### Clock nets

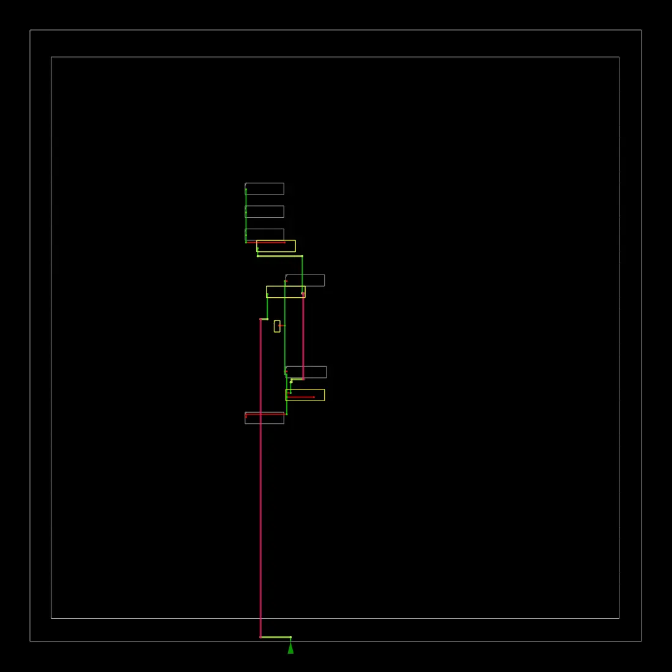
### Clock wires, drivers and flops

Drawn at 2 px/um.
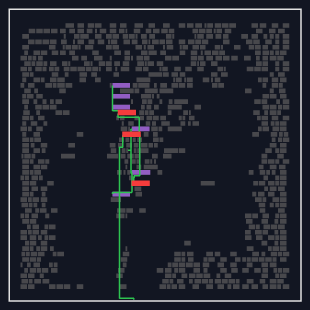
## src/rtl/cc_bus_ctrl_if.sv

```systemverilog
// Bus bundle between the coherence controller, the two caches and memory.
// master = controller side, slave = cache/memory side.
interface cc_bus_ctrl_if;
    logic [1:0]       dREN;
    logic [1:0]       dWEN;
    logic [1:0][31:0] daddr;
    logic [1:0][31:0] dstore;
    logic [1:0]       cctrans;
    logic [1:0]       ccwrite;
    logic [1:0]       dwait;
    logic [1:0][31:0] dload;
    logic [1:0]       ccwait;
    logic [1:0]       ccinv;
    logic [1:0][31:0] ccsnoopaddr;
    logic             ramREN;
    logic             ramWEN;
    logic [31:0]      ramaddr;
    logic [31:0]      ramstore;
    logic [31:0]      ramload;
    logic             ramwait;

    modport master (
        input  dREN, dWEN, daddr, dstore, cctrans, ccwrite,
        input  ramload, ramwait,
        output dwait, dload, ccwait, ccinv, ccsnoopaddr,
        output ramREN, ramWEN, ramaddr, ramstore
    );

    modport slave (
        output dREN, dWEN, daddr, dstore, cctrans, ccwrite,
        output ramload, ramwait,
        input  dwait, dload, ccwait, ccinv, ccsnoopaddr,
        input  ramREN, ramWEN, ramaddr, ramstore
    );
endinterface

```

## src/rtl/cc_bus_ctrl.sv

```systemverilog
// Two-cache snooping bus controller, 2-word blocks, MSI-style transactions.
// Define CC_C2C_EN to fill the requester directly from a dirty snooped cache.
module cc_bus_ctrl (
    input  logic          CLK,
    input  logic          nRST,
    cc_bus_ctrl_if.master bus
);
    localparam logic [3:0] IDLE  = 4'd0;
    localparam logic [3:0] ARB   = 4'd1;
    localparam logic [3:0] SNOOP = 4'd2;
    localparam logic [3:0] FWD0  = 4'd3;
    localparam logic [3:0] FWD1  = 4'd4;
    localparam logic [3:0] RD0   = 4'd5;
    localparam logic [3:0] RD1   = 4'd6;
    localparam logic [3:0] WB0   = 4'd7;
    localparam logic [3:0] WB1   = 4'd8;
    localparam logic [3:0] UPG   = 4'd9;

    logic [3:0] state, nstate;
    logic       gnt, ngnt;
    logic       ptr, nptr;
    logic [1:0] req;
    logic       arb;
    logic       r, o;

    assign req = bus.cctrans | bus.dWEN;
    assign r   = gnt;
    assign o   = ~gnt;

    function automatic logic [31:0] waddr(input logic [31:0] a, input logic w);
        return (a & 32'hFFFF_FFF8) | {29'd0, w, 2'b00};
    endfunction

    always_comb begin
        arb = ptr;
        unique case (1'b1)
            (req == 2'b01): arb = 1'b0;
            (req == 2'b10): arb = 1'b1;
            default: ;
        endcase
    end

    always_comb begin
        nstate          = state;
        ngnt            = gnt;
        nptr            = ptr;
        bus.dwait       = 2'b11;
        bus.dload       = '0;
        bus.ccwait      = 2'b00;
        bus.ccinv       = 2'b00;
        bus.ccsnoopaddr = '0;
        bus.ramREN      = 1'b0;
        bus.ramWEN      = 1'b0;
        bus.ramaddr     = '0;
        bus.ramstore    = '0;
        unique case (state)
            IDLE: if (|req) nstate = ARB;
            ARB: begin
                if (|req) begin
                    ngnt   = arb;
                    nstate = bus.cctrans[arb] ? SNOOP : WB0;
                end else begin
                    nstate = IDLE;
                end
            end
            SNOOP: begin
                bus.ccwait[o]      = 1'b1;
                bus.ccsnoopaddr[o] = bus.daddr[r];
                bus.ccinv[o]       = bus.ccwrite[r];
                if (bus.ccwrite[o])
                    nstate = FWD0;
                else if (bus.ccwrite[r] && !bus.dREN[r])
                    nstate = UPG;
                else
                    nstate = RD0;
            end
            FWD0, FWD1: begin
                bus.ccwait[o] = 1'b1;
                bus.ramWEN    = 1'b1;
                bus.ramaddr   = waddr(bus.daddr[o], state == FWD1);
                bus.ramstore  = bus.dstore[o];
                bus.dwait[o]  = bus.ramwait;
`ifdef CC_C2C_EN
                bus.dload[r]  = bus.dstore[o];
                bus.dwait[r]  = bus.ramwait;
`endif
                if (!bus.ramwait) begin
                    if (state == FWD0) begin
                        nstate = FWD1;
                    end else begin
`ifdef CC_C2C_EN
                        nstate = IDLE;
                        nptr   = o;
`else
                        nstate = RD0;
`endif
                    end
                end
            end
            RD0, RD1: begin
                bus.ramREN   = 1'b1;
                bus.ramaddr  = waddr(bus.daddr[r], state == RD1);
                bus.dload[r] = bus.ramload;
                bus.dwait[r] = bus.ramwait;
                if (!bus.ramwait) begin
                    if (state == RD0) begin
                        nstate = RD1;
                    end else begin
                        nstate = IDLE;
                        nptr   = o;
                    end
                end
            end
            WB0, WB1: begin
                bus.ramWEN   = 1'b1;
                bus.ramaddr  = waddr(bus.daddr[r], state == WB1);
                bus.ramstore = bus.dstore[r];
                bus.dwait[r] = bus.ramwait;
                if (!bus.ramwait) begin
                    if (state == WB0) begin
                        nstate = WB1;
                    end else begin
                        nstate = IDLE;
                        nptr   = o;
                    end
                end
            end
            UPG: begin
                bus.dwait[r] = 1'b0;
                nstate       = IDLE;
                nptr         = o;
            end
            default: nstate = IDLE;
        endcase
    end

    always_ff @(posedge CLK or negedge nRST) begin
        if (!nRST) begin
            state <= IDLE;
            gnt   <= 1'b0;
            ptr   <= 1'b0;
        end else begin
            state <= nstate;
            gnt   <= ngnt;
            ptr   <= nptr;
        end
    end
endmodule
```

## src/flat_wrapper.sv

```systemverilog
// flat-port wrapper written by rule: the top's interface ports become plain ports
module cc_bus_ctrl_flat 
  (CLK, nRST, bus_dREN, bus_dWEN, bus_daddr, bus_dstore, bus_cctrans, bus_ccwrite, bus_ramload, bus_ramwait, bus_dwait, bus_dload, bus_ccwait, bus_ccinv, bus_ccsnoopaddr, bus_ramREN, bus_ramWEN, bus_ramaddr, bus_ramstore);
  cc_bus_ctrl_if bus_i ();
  input  logic CLK;
  input  logic nRST;
  input wire logic [$bits(bus_i.dREN)-1:0] bus_dREN;
  input wire logic [$bits(bus_i.dWEN)-1:0] bus_dWEN;
  input wire logic [$bits(bus_i.daddr)-1:0] bus_daddr;
  input wire logic [$bits(bus_i.dstore)-1:0] bus_dstore;
  input wire logic [$bits(bus_i.cctrans)-1:0] bus_cctrans;
  input wire logic [$bits(bus_i.ccwrite)-1:0] bus_ccwrite;
  input wire logic [$bits(bus_i.ramload)-1:0] bus_ramload;
  input wire logic [$bits(bus_i.ramwait)-1:0] bus_ramwait;
  output wire logic [$bits(bus_i.dwait)-1:0] bus_dwait;
  output wire logic [$bits(bus_i.dload)-1:0] bus_dload;
  output wire logic [$bits(bus_i.ccwait)-1:0] bus_ccwait;
  output wire logic [$bits(bus_i.ccinv)-1:0] bus_ccinv;
  output wire logic [$bits(bus_i.ccsnoopaddr)-1:0] bus_ccsnoopaddr;
  output wire logic [$bits(bus_i.ramREN)-1:0] bus_ramREN;
  output wire logic [$bits(bus_i.ramWEN)-1:0] bus_ramWEN;
  output wire logic [$bits(bus_i.ramaddr)-1:0] bus_ramaddr;
  output wire logic [$bits(bus_i.ramstore)-1:0] bus_ramstore;
  assign bus_i.dREN = bus_dREN;
  assign bus_i.dWEN = bus_dWEN;
  assign bus_i.daddr = bus_daddr;
  assign bus_i.dstore = bus_dstore;
  assign bus_i.cctrans = bus_cctrans;
  assign bus_i.ccwrite = bus_ccwrite;
  assign bus_i.ramload = bus_ramload;
  assign bus_i.ramwait = bus_ramwait;
  assign bus_dwait = bus_i.dwait;
  assign bus_dload = bus_i.dload;
  assign bus_ccwait = bus_i.ccwait;
  assign bus_ccinv = bus_i.ccinv;
  assign bus_ccsnoopaddr = bus_i.ccsnoopaddr;
  assign bus_ramREN = bus_i.ramREN;
  assign bus_ramWEN = bus_i.ramWEN;
  assign bus_ramaddr = bus_i.ramaddr;
  assign bus_ramstore = bus_i.ramstore;
  cc_bus_ctrl u_core (.CLK(CLK), .nRST(nRST), .bus(bus_i));
endmodule
```

## config.mk

```make
export PLATFORM = sky130hd
export DESIGN_NAME = cc_bus_ctrl_flat
export DESIGN_NICKNAME = d
export VERILOG_FILES = /design/src/rtl/cc_bus_ctrl_if.sv /design/src/rtl/cc_bus_ctrl.sv /design/src/flat_wrapper.sv
export SDC_FILE = /design/constraint.sdc
export NUM_CORES = 1
export LEC_CHECK = 0
export CELL_PAD_IN_SITES_DETAIL_PLACEMENT = 0
export CELL_PAD_IN_SITES_GLOBAL_PLACEMENT = 1
export CORE_MARGIN = 5
export CORE_UTILIZATION = 15
export DETAILED_ROUTE_END_ITERATION = 12
export PLACE_DENSITY = 0.91
export SKIP_LAST_GASP = 1
export SYNTH_ARGS = -nofsm -noshare
export SYNTH_HDL_FRONTEND = slang
export SYNTH_SLANG_ARGS = --single-unit
export TNS_END_PERCENT = 1
```

## constraint.sdc

```tcl
create_clock -name CLK -period 2.4 [get_ports CLK]
set_clock_uncertainty 0.05 [all_clocks]
set_input_delay 0.24 -clock CLK [delete_from_list [all_inputs] [get_ports CLK]]
set_output_delay 0.24 -clock CLK [all_outputs]
set_load 0.02 [all_outputs]
```

==> changes_impl.md <==
### Physical design

- Met1 wire length: 7190 um
- Most frequent cells in the layout: clkdlybuf4s50_1, and2_1, and3_1
- GRT met2 Usage: 29.2%
- Comb area share: 33.8%
- Layout cells sized above 1: 8.25%
- Largest net degree at the start of global routing: 66
- Reg2reg end: u_core.ptr$_DFFE_PN0P_
- Met1 GRT Util: 18.3%
- Top non-seq family: simple AND/OR/NAND/NOR gates
- Sequential power: 0.201 mW
- Max-Cap Viols: 0
- Setup ws final: -267 ps
- CP max stage delay: 620 ps
- Inverters excl. clock: 3
- Final Instance Area: 0.00690 mm2
- Crit. End Element: output port
- Root buffer cell: clkbuf_16
- Crit path capture: bus_ramstore[25]
- Placed Cells: 964
- Post-Layout Cell Count: 968
- Ys Warns: 0
- Initial antenna violation count: 0
- Synth Instances: 392
- Fmax: 375 MHz
- Tap cell count: 229
- Xor/xnor share: 0.640%
- Via Count: 4653
- Leakage power: 2.84 nW
- Top cell excl fill/tap: clkdlybuf4s50_1
- Final period utilization: 111%
- Chip area line of the yosys report: 0.00274 mm2
- Fp util: 15.2%
- GP Congestion: 0.837
- Flops & latches, synth: 6
- Top layer reached by signal wires: met4
- Reg-to-reg slack, setup: 550 ps
- Placed Area: 0.00680 mm2
- Number of fill cells in the layout: 1845
- WL final: 18400 um
- Core Box Area: 0.0180 mm2
- Failing checks: setup timing
- # hold bufs at CTS: 0
- Top cell category: buffers
- Top Family by Delay on Critical Path: buffers and inverters
- Vias in the first global route: 4566
- Adder share: 0.914%
- Max clock buf depth: 2
- Max-area cell share: 19.8%
- Min Hold Slack: 218 ps
- RR Startpoint: u_core.state[3]$_DFFE_PN0P_
- Combinational Power Share: 94.5%
- Hold Fails Final Rpt: 0
- Syn Area/Cell: 6.99 um2
- Pwr dens: 1270 mW/mm2
- Clock-pin slew on the worst setup and hold paths: 40 ps
- Buffers on Ports: 368
- DRC: 0
- Netlist cell types: 43
- Simple Share, Synth: 41.6%
- P&R area growth vs syn: 152%
- Int Pwr: 4.29 mW
- Post-Syn Area: 0.00274 mm2
- Net Sw Frac: 51.1%
- Hold Crit Class: primary input to asynchronous set/reset pin
- Worst Setup SP: u_core.state[0]$_DFFE_PN0P_
- Worst Reg-to-Reg Cells: 5
- Antenna Violating Nets Remaining: 0
- Total track usage: 16.0%
- Clock H-tree levels: 1
- CTS tree: done
- Yosys cell count: 392
- Outcome: complete, but fails checks
- Clk network pwr share: 3.2%
- Seq area share: 2.20%
- Critical-path cell list: or3b_1 > a21oi_4 > buf_12 > a221oi_1 > nor2_1 > clkdlybuf4s50_1
- Leading area contributor after synthesis: a221oi_1
- Post-Route Setup TNS: -32390 ps
- Place WS: -34.9 ps
- Mux cell area share: 4.39%
- Register area share after synthesis: 5.48%
- Top Consumer: combinational cells
- Die Area: 0.0211 mm2
- Final setup fails: 181
- Final net count: 913
- Logic power comb: 8.28 mW
- Non-clk bufs: 398
- Congestion Overflow GR: 0
- Critical path's slowest cell: clkdlybuf4s50_1
- M3 GR Usage: 5.21%
- Post-CTS Setup Inserts: 0
## Picture notes: 'Clock nets'
flop count: 6
clkbuf count: 4
CTS Buf Count: 3
Clock Power: 0.285 mW
Clk Latency, worst-skew pair: 240 ps

## Picture notes: 'Clock wires, drivers and flops'
- red: clock-net drivers (count 3)
- purple: flip-flops (count 6)
- green: clock wires (length 213 um)
- routed clock nets: 4

registers in the layout (all words and copies together), names as in the netlist:
signal,cells
u_core.ptr,1
u_core.state,4
u_core.gnt,1
worst min-delay path by stage:
stage                           start                      to  slack, ps  depth (start not counted)
6_report                         nRST  u_core.ptr$_DFFE_PN0P_        220                          1
5_1_grt                          nRST  u_core.ptr$_DFFE_PN0P_        250                          1
4_1_cts                          nRST  u_core.ptr$_DFFE_PN0P_        230                          1
3_5_place_dp   u_core.ptr$_DFFE_PN0P_  u_core.ptr$_DFFE_PN0P_        460                          1
3_3_place_gp   u_core.ptr$_DFFE_PN0P_  u_core.ptr$_DFFE_PN0P_        450                          1
2_1_floorplan                    nRST  u_core.gnt$_DFFE_PN0N_       -110                          0
Power is estimated from default activity; no workload was simulated.
